**config.mk**
```make
export PLATFORM = sky130hd
export DESIGN_NAME = friscv_gpio_bank_flat
export DESIGN_NICKNAME = d
export VERILOG_FILES = /design/src/rtl/friscv_gpio_bank_if.sv /design/src/rtl/friscv_gpio_bank.sv /design/src/flat_wrapper.sv
export SDC_FILE = /design/constraint.sdc
export NUM_CORES = 1
export LEC_CHECK = 0
export CAP_MARGIN = 20
export CORE_MARGIN = 5
export CORE_UTILIZATION = 50
export CTS_BUF_LIST = sky130_fd_sc_hd__clkbuf_16
export CTS_CLUSTER_SIZE = 16
export DETAILED_ROUTE_END_ITERATION = 10
export MAX_ROUTING_LAYER = met4
export PLACE_DENSITY = 0.74
export SETUP_SLACK_MARGIN = 0.4
export SYNTH_ARGS = -nofsm -noshare
export SYNTH_HDL_FRONTEND = slang
export SYNTH_SLANG_ARGS = --single-unit
```
**constraint.sdc**
```tcl
create_clock -name aclk -period 6.4 [get_ports aclk]
set_input_delay 1.28 -clock aclk [delete_from_list [all_inputs] [get_ports aclk]]
set_output_delay 1.28 -clock aclk [all_outputs]
set_load 0.01 [all_outputs]
```
**src/rtl/friscv_gpio_bank_if.sv**
```systemverilog
// Slave-side bus bundle for the GPIO bank: en/wr/addr/wdata/strb request
// with a one-cycle ready pulse carrying read data.
interface friscv_gpio_bank_if #(
    parameter int ADDRW = 15,
    parameter int XLEN  = 32
);

    logic              slv_en;
    logic              slv_wr;
    logic [ADDRW-1:0]  slv_addr;
    logic [XLEN-1:0]   slv_wdata;
    logic [XLEN/8-1:0] slv_strb;
    logic [XLEN-1:0]   slv_rdata;
    logic              slv_ready;

    modport master (
        output slv_en,
        output slv_wr,
        output slv_addr,
        output slv_wdata,
        output slv_strb,
        input  slv_rdata,
        input  slv_ready
    );

    modport slave (
        input  slv_en,
        input  slv_wr,
        input  slv_addr,
        input  slv_wdata,
        input  slv_strb,
        output slv_rdata,
        output slv_ready
    );

endinterface

```
**src/rtl/friscv_gpio_bank.sv**
```systemverilog
// Parametrised GPIO bank: direction control, atomic set/clear of outputs,
// synchronised inputs and per-pin rise/fall interrupts with W1C pending bits.
module friscv_gpio_bank #(
    parameter int ADDRW       = 15,
    parameter int XLEN        = 32,
    parameter int NB_GPIO     = 32,
    parameter int SYNC_STAGES = 2
)(
    input  logic               aclk,
    input  logic               aresetn,
    input  logic               srst,
    friscv_gpio_bank_if.slave  slv,
    input  logic [NB_GPIO-1:0] gpio_in,
    output logic [NB_GPIO-1:0] gpio_out,
    output logic [NB_GPIO-1:0] gpio_oe,
    output logic               irq
);

    localparam int NBYTES = XLEN / 8;

    localparam logic [ADDRW-1:0] ADDR_OUT     = ADDRW'(0);
    localparam logic [ADDRW-1:0] ADDR_IN      = ADDRW'(1);
    localparam logic [ADDRW-1:0] ADDR_DIR     = ADDRW'(2);
    localparam logic [ADDRW-1:0] ADDR_IE_RISE = ADDRW'(3);
    localparam logic [ADDRW-1:0] ADDR_IE_FALL = ADDRW'(4);
    localparam logic [ADDRW-1:0] ADDR_PEND    = ADDRW'(5);
    localparam logic [ADDRW-1:0] ADDR_SET     = ADDRW'(6);
    localparam logic [ADDRW-1:0] ADDR_CLR     = ADDRW'(7);

    logic [NB_GPIO-1:0] out_q,     out_d;
    logic [NB_GPIO-1:0] dir_q,     dir_d;
    logic [NB_GPIO-1:0] ie_rise_q, ie_rise_d;
    logic [NB_GPIO-1:0] ie_fall_q, ie_fall_d;
    logic [NB_GPIO-1:0] pend_q,    pend_d;
    logic [NB_GPIO-1:0] prev_q,    prev_d;
    logic [NB_GPIO-1:0] sync_q [SYNC_STAGES];
    logic [NB_GPIO-1:0] sync_d [SYNC_STAGES];
    logic               irq_q,     irq_d;
    logic               ready_q,   ready_d;
    logic [XLEN-1:0]    rdata_q,   rdata_d;

    logic               acc;
    logic               wr_acc;
    logic [XLEN-1:0]    byte_mask;
    logic [NB_GPIO-1:0] wbits;
    logic [NB_GPIO-1:0] w1c_mask;
    logic [NB_GPIO-1:0] rd_bits;
    logic [NB_GPIO-1:0] sync;
    logic [NB_GPIO-1:0] rise;
    logic [NB_GPIO-1:0] fall;

    // A request held through its own ready cycle must not be taken twice.
    assign acc    = slv.slv_en & ~ready_q;
    assign wr_acc = acc & slv.slv_wr;

    always_comb begin
        byte_mask = '0;
        for (int b = 0; b < NBYTES; b++) begin
            byte_mask[b*8 +: 8] = {8{slv.slv_strb[b]}};
        end
    end

    assign wbits = slv.slv_wdata[NB_GPIO-1:0] & byte_mask[NB_GPIO-1:0];

    assign sync = sync_q[SYNC_STAGES-1];
    assign rise = sync & ~prev_q;
    assign fall = ~sync & prev_q;

    always_comb begin
        rd_bits = '0;
        case (slv.slv_addr)
            ADDR_OUT:     rd_bits = out_q;
            ADDR_IN:      rd_bits = sync;
            ADDR_DIR:     rd_bits = dir_q;
            ADDR_IE_RISE: rd_bits = ie_rise_q;
            ADDR_IE_FALL: rd_bits = ie_fall_q;
            ADDR_PEND:    rd_bits = pend_q;
            default:      rd_bits = '0;
        endcase
    end

    always_comb begin
        out_d     = out_q;
        dir_d     = dir_q;
        ie_rise_d = ie_rise_q;
        ie_fall_d = ie_fall_q;
        w1c_mask  = '0;

        if (wr_acc) begin
            case (slv.slv_addr)
                ADDR_OUT:     out_d     = (out_q & ~byte_mask[NB_GPIO-1:0]) | wbits;
                ADDR_DIR:     dir_d     = (dir_q & ~byte_mask[NB_GPIO-1:0]) | wbits;
                ADDR_IE_RISE: ie_rise_d = (ie_rise_q & ~byte_mask[NB_GPIO-1:0]) | wbits;
                ADDR_IE_FALL: ie_fall_d = (ie_fall_q & ~byte_mask[NB_GPIO-1:0]) | wbits;
                ADDR_PEND:    w1c_mask  = wbits;
                ADDR_SET:     out_d     = out_q | wbits;
                ADDR_CLR:     out_d     = out_q & ~wbits;
                default:      out_d     = out_q;
            endcase
        end

        // OR-ing new edges after the clear lets an edge win over a same-cycle W1C.
        pend_d = (pend_q & ~w1c_mask) | (rise & ie_rise_q) | (fall & ie_fall_q);
        irq_d  = |pend_q;

        sync_d[0] = gpio_in;
        for (int i = 1; i < SYNC_STAGES; i++) begin
            sync_d[i] = sync_q[i-1];
        end
        prev_d = sync;

        ready_d = acc;
        rdata_d = '0;
        if (acc && !slv.slv_wr) begin
            rdata_d[NB_GPIO-1:0] = rd_bits;
        end

        // Synchronous reset shares the asynchronous reset values.
        if (srst) begin
            out_d     = '0;
            dir_d     = '0;
            ie_rise_d = '0;
            ie_fall_d = '0;
            pend_d    = '0;
            prev_d    = '0;
            irq_d     = 1'b0;
            ready_d   = 1'b0;
            rdata_d   = '0;
            for (int i = 0; i < SYNC_STAGES; i++) begin
                sync_d[i] = '0;
            end
        end
    end

    always_ff @(posedge aclk or negedge aresetn) begin
        if (!aresetn) begin
            out_q     <= '0;
            dir_q     <= '0;
            ie_rise_q <= '0;
            ie_fall_q <= '0;
            pend_q    <= '0;
            prev_q    <= '0;
            irq_q     <= 1'b0;
            ready_q   <= 1'b0;
            rdata_q   <= '0;
            for (int i = 0; i < SYNC_STAGES; i++) begin
                sync_q[i] <= '0;
            end
        end else begin
            out_q     <= out_d;
            dir_q     <= dir_d;
            ie_rise_q <= ie_rise_d;
            ie_fall_q <= ie_fall_d;
            pend_q    <= pend_d;
            prev_q    <= prev_d;
            irq_q     <= irq_d;
            ready_q   <= ready_d;
            rdata_q   <= rdata_d;
            for (int i = 0; i < SYNC_STAGES; i++) begin
                sync_q[i] <= sync_d[i];
            end
        end
    end

    assign slv.slv_ready = ready_q;
    assign slv.slv_rdata = rdata_q;
    assign gpio_out      = out_q;
    assign gpio_oe       = dir_q;
    assign irq           = irq_q;

endmodule

```
**src/flat_wrapper.sv**
```systemverilog
// flat-port wrapper written by rule: the top's interface ports become plain ports
module friscv_gpio_bank_flat 
#(
    parameter int ADDRW       = 15,
    parameter int XLEN        = 32,
    parameter int NB_GPIO     = 32,
    parameter int SYNC_STAGES = 2
)
  (aclk, aresetn, srst, gpio_in, gpio_out, gpio_oe, irq, slv_slv_en, slv_slv_wr, slv_slv_addr, slv_slv_wdata, slv_slv_strb, slv_slv_rdata, slv_slv_ready);
  friscv_gpio_bank_if #(.ADDRW(ADDRW), .XLEN(XLEN)) slv_i ();
  input  logic aclk;
  input  logic aresetn;
  input  logic srst;
  input  logic [NB_GPIO-1:0] gpio_in;
  output logic [NB_GPIO-1:0] gpio_out;
  output logic [NB_GPIO-1:0] gpio_oe;
  output logic irq;
  input wire logic [$bits(slv_i.slv_en)-1:0] slv_slv_en;
  input wire logic [$bits(slv_i.slv_wr)-1:0] slv_slv_wr;
  input wire logic [$bits(slv_i.slv_addr)-1:0] slv_slv_addr;
  input wire logic [$bits(slv_i.slv_wdata)-1:0] slv_slv_wdata;
  input wire logic [$bits(slv_i.slv_strb)-1:0] slv_slv_strb;
  output wire logic [$bits(slv_i.slv_rdata)-1:0] slv_slv_rdata;
  output wire logic [$bits(slv_i.slv_ready)-1:0] slv_slv_ready;
  assign slv_i.slv_en = slv_slv_en;
  assign slv_i.slv_wr = slv_slv_wr;
  assign slv_i.slv_addr = slv_slv_addr;
  assign slv_i.slv_wdata = slv_slv_wdata;
  assign slv_i.slv_strb = slv_slv_strb;
  assign slv_slv_rdata = slv_i.slv_rdata;
  assign slv_slv_ready = slv_i.slv_ready;
  friscv_gpio_bank #(.ADDRW(ADDRW), .XLEN(XLEN), .NB_GPIO(NB_GPIO), .SYNC_STAGES(SYNC_STAGES)) u_core (.aclk(aclk), .aresetn(aresetn), .srst(srst), .slv(slv_i), .gpio_in(gpio_in), .gpio_out(gpio_out), .gpio_oe(gpio_oe), .irq(irq));
endmodule
```
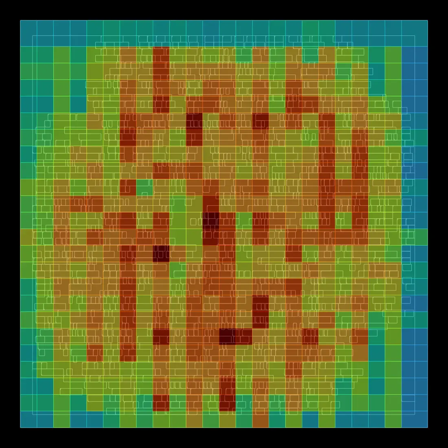
*Congestion heat map*
WL/cell: 21.5 um
M1 GR Usage: 36.7%
All-Layer GR Usage: 26.8%

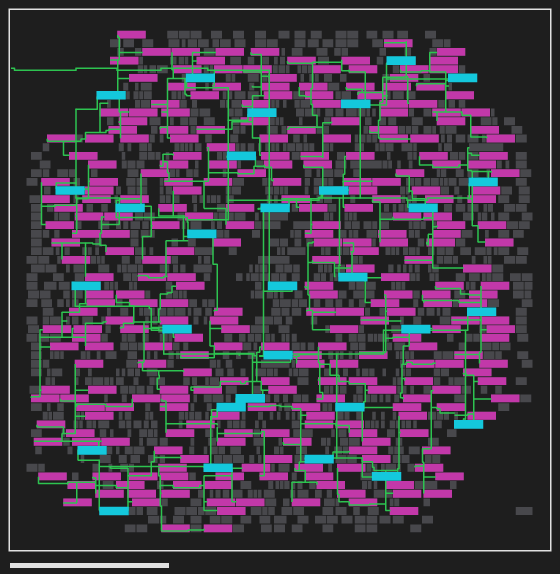
*Routed clock nets over the placement*
The bar under the picture is 50 um long.
[green] clock wires | length: 3,330 um
[magenta] flip-flops | count: 290
[cyan] cells driving clock nets | count: 30
flops lie: all over the die
routed clock nets: 31
clock power share: 43.4%
clock network power: 1.61 mW

==> flow_summary_export.csv <==
group,metric,value,unit
clock_network,clock_latency,0.55,ns
clock_network,clock_sinks,290,
synth,synthTopCellsByArea,"dfrtp_1 57%, nand2_1 6.8%, a21oi_1 5.0%",
worst_setup_path,crit_path_end_kind,"flip-flop",
route,drc,0,
worst_setup_path,cp_top_family,"simple AND/OR/NAND/NOR gates",
worst_setup_path,startpoint_type,"input pin",
min_path,min_to,"u_core.sync[23]$_DFF_PN0_",
cells_and_area,syn2layout_area_growth,23.5,%
synth,ys_seq_share,57.0,%
synth,edf_count,0,
worst_setup_path,crit_arrival,4.54,ns
sta,slew_viol_final,0,
sta,fin_setup_tns,0,ns
pwr,peakVddDrop,0.175,mV
min_path,hold_depth,1,
cells_and_area,design_area,0.0157,sq mm
run,maxCapViolCount,0,
pwr,switching_share,22.9,%
pwr,leakagePower,6.51,nW
floorplan,rows,58,
clock_network,htreeDepth,1,
status,status,"completed",
min_path,min_from,"u_core.sync_q[55]$_DFF_PN0_",
synth,logic_family,"simple AND/OR/NAND/NOR gates",
floorplan,io_pins,186,
synth,xor_share,0.0688,%
pwr,pwr-share-seq,50.6,%
worst_setup_path,critPathKind,"in2reg",
sta,finalClockSkew,0.00676,ns
worst_setup_path,worstReg2RegEnd,"u_core.pend_q[7]$_DFF_PN0_",
sta,fin_ws,2.25,ns
synth,synth_flops,290,
min_path,hold_path_class,"reg2reg",
sta,grt_setup_unrepaired,"false",
synth,ys_sh_simple,19.1,%
placed_design,postPlaceCellArea,0.0148,sq mm
pwr,power.internal,2.85,mW
worst_setup_path,worst_path_max_delay_cell,"nor4_1",
worst_setup_path,crit_end,"u_core.pend_q[7]$_DFF_PN0_",
cells_and_area,final_core_util,62.6,%
clock_network,root_buffer,"clkbuf_16",
worst_setup_path,required,6.78,ns
global_routing,antenna_found_initial,1,
global_routing,grt_pass1_wl,59300,um
sta,final_hold_viol_count,0,
route,drtIter0Drc,1043,
synth,ys_sh_aoi,15.1,%
pwr,powerDensity,235,mW/mm^2
worst_setup_path,critPathLaunch,"slv_slv_addr[3]",
sta,whs,0.458,ns
synth,syn_area_per_cell,10.2,sq um
sta,tightest_slew,1.10,ns
pwr,p_total,3.70,mW
synth,ys_cells,1250,
worst_setup_path,path_cells,"clkdlybuf4s50_1 > nor4_1 > and2_1 > nand4_1 > buf_4 > o21ai_0 > a31oi_1",
sta,max_freq,0.241,GHz
clock_network,hold_buffers,0,
worst_setup_path,critPathMaxFanout,17,
synth,synth_cells,1250,
synth,ff_type,"dfrtp_1",
global_routing,grt_start_max_net_pins,144,
worst_setup_path,critPathBufInv,2,
sta,min_period,4.15,ns
floorplan,die-area,0.0288,sq mm
synth,largest_area_cell,"dfrtp_1",
floorplan,initial_core_util,50.7,%
route,first_pass_iters,5,
synth,async_flop_share,100,%
placed_design,routabilityCongestion,0.906,
global_routing,grt_pass1_vias,10500,
route,ant_nets,0,
synth,yosys_area,0.0127,sq mm
clock_network,postCtsSetupBuffers,0,
sta,finalSetupViolCount,0,
placed_design,pre_cts_ws,1.90,ns
synth,top_cells_by_count,"290 x dfrtp_1, 232 x nand2_1, 128 x a21oi_1",
synth,fp_nets,1338,
worst_setup_path,cpPeakStageDelay,0.94,ns
placed_design,dp_hpwl,24200,um
placed_design,port_buffers,185,
clock_network,clk_pin_slew_worst_paths,0.06,ns
pwr,comb_power_share,6.0,%
run,warning_count,28,
synth,muxShareOfSynthArea,5.03,%
synth,ys_warn_count,0,
worst_setup_path,reg2reg_from,"u_core.slv.slv_ready$_DFF_PN0_",
synth,ys_types,38,
global_routing,grt_overflow,0,
sta,fin_crit_sh,64.9,%
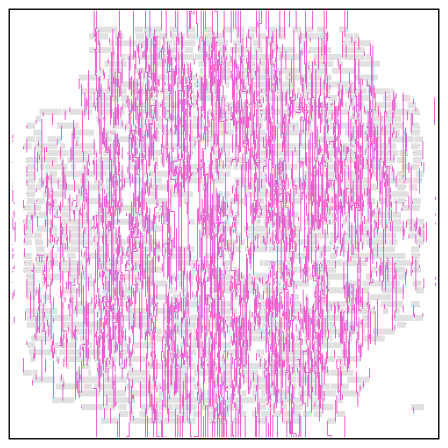
*Met2 routing*
Cells faint in the background.
main direction: vertical
nets with wire on the layer: 1,233
grt met2 use: 41.2%
total vias in the final route: 10,400
total wire length: 37,700 um

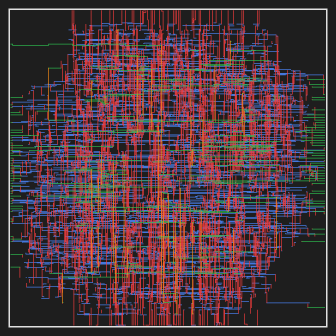
*Wiring by layer*
[blue] met1 | wire length: 15,800 um
[orange] met4 | wire length: 1,160 um
[green] met3 | wire length: 2,910 um
[red] met2 | wire length: 17,800 um

[power groups by stage]
stage	Clock (mW)	Combinational, mW	Sequential, mW
5_1_grt	1.71	0.243	1.87
4_1_cts	1.62	0.222	1.87
3_3_place_gp	0	0.219	1.90
3_5_place_dp	0	0.221	1.90
6_report	1.61	0.223	1.87
2_1_floorplan	0	0.0897	1.90
[cells in the final DEF, fill, tap and decap left out, types with 2 or more instances in the layout]
cell and count:
nor3_4 8, and3_1 4, or3_1 12, nor3b_1 2, dfrtp_1 290, buf_2 3
nand3_1 4, o21ai_1 5, nor4_1 10, clkinv_1 7, clkbuf_16 31, nand3b_1 64
nand2b_1 3, o21ai_0 59, clkinv_2 6, o21a_1 4, nor2b_1 96, inv_1 39
o22ai_1 32, buf_4 13, nand4_1 4, a31oi_1 32, a21oi_1 128, nand2_1 232
o22a_1 32, a22oi_1 32, clkdlybuf4s50_1 181, nor2_1 7, mux2i_1 64
[metal layers]
layer / up-vias / wire, um / global-route usage, %
met5: - / 0 / -
met1: 5163 / 15800 / 36.7
met3: 100 / 2910 / 3.98
li1: 4661 / - / -
met2: 497 / 17800 / 41.2
met4: 0 / 1160 / 9.35
[layout make-up]
| class | count | area, sq um |
|---|---|---|
| diodes | 1 | 2.50 |
| clock buffers | 31 | 776 |
| clock inverters | 22 | 120 |
| fillers | 2077 | 9390 |
| inverters | 32 | 120 |
| multi-input cells | 846 | 5030 |
| flip-flops and latches | 290 | 7260 |
| well taps | 330 | 413 |
| repair buffers | 201 | 2000 |
Power and IR drop assume default switching activity.
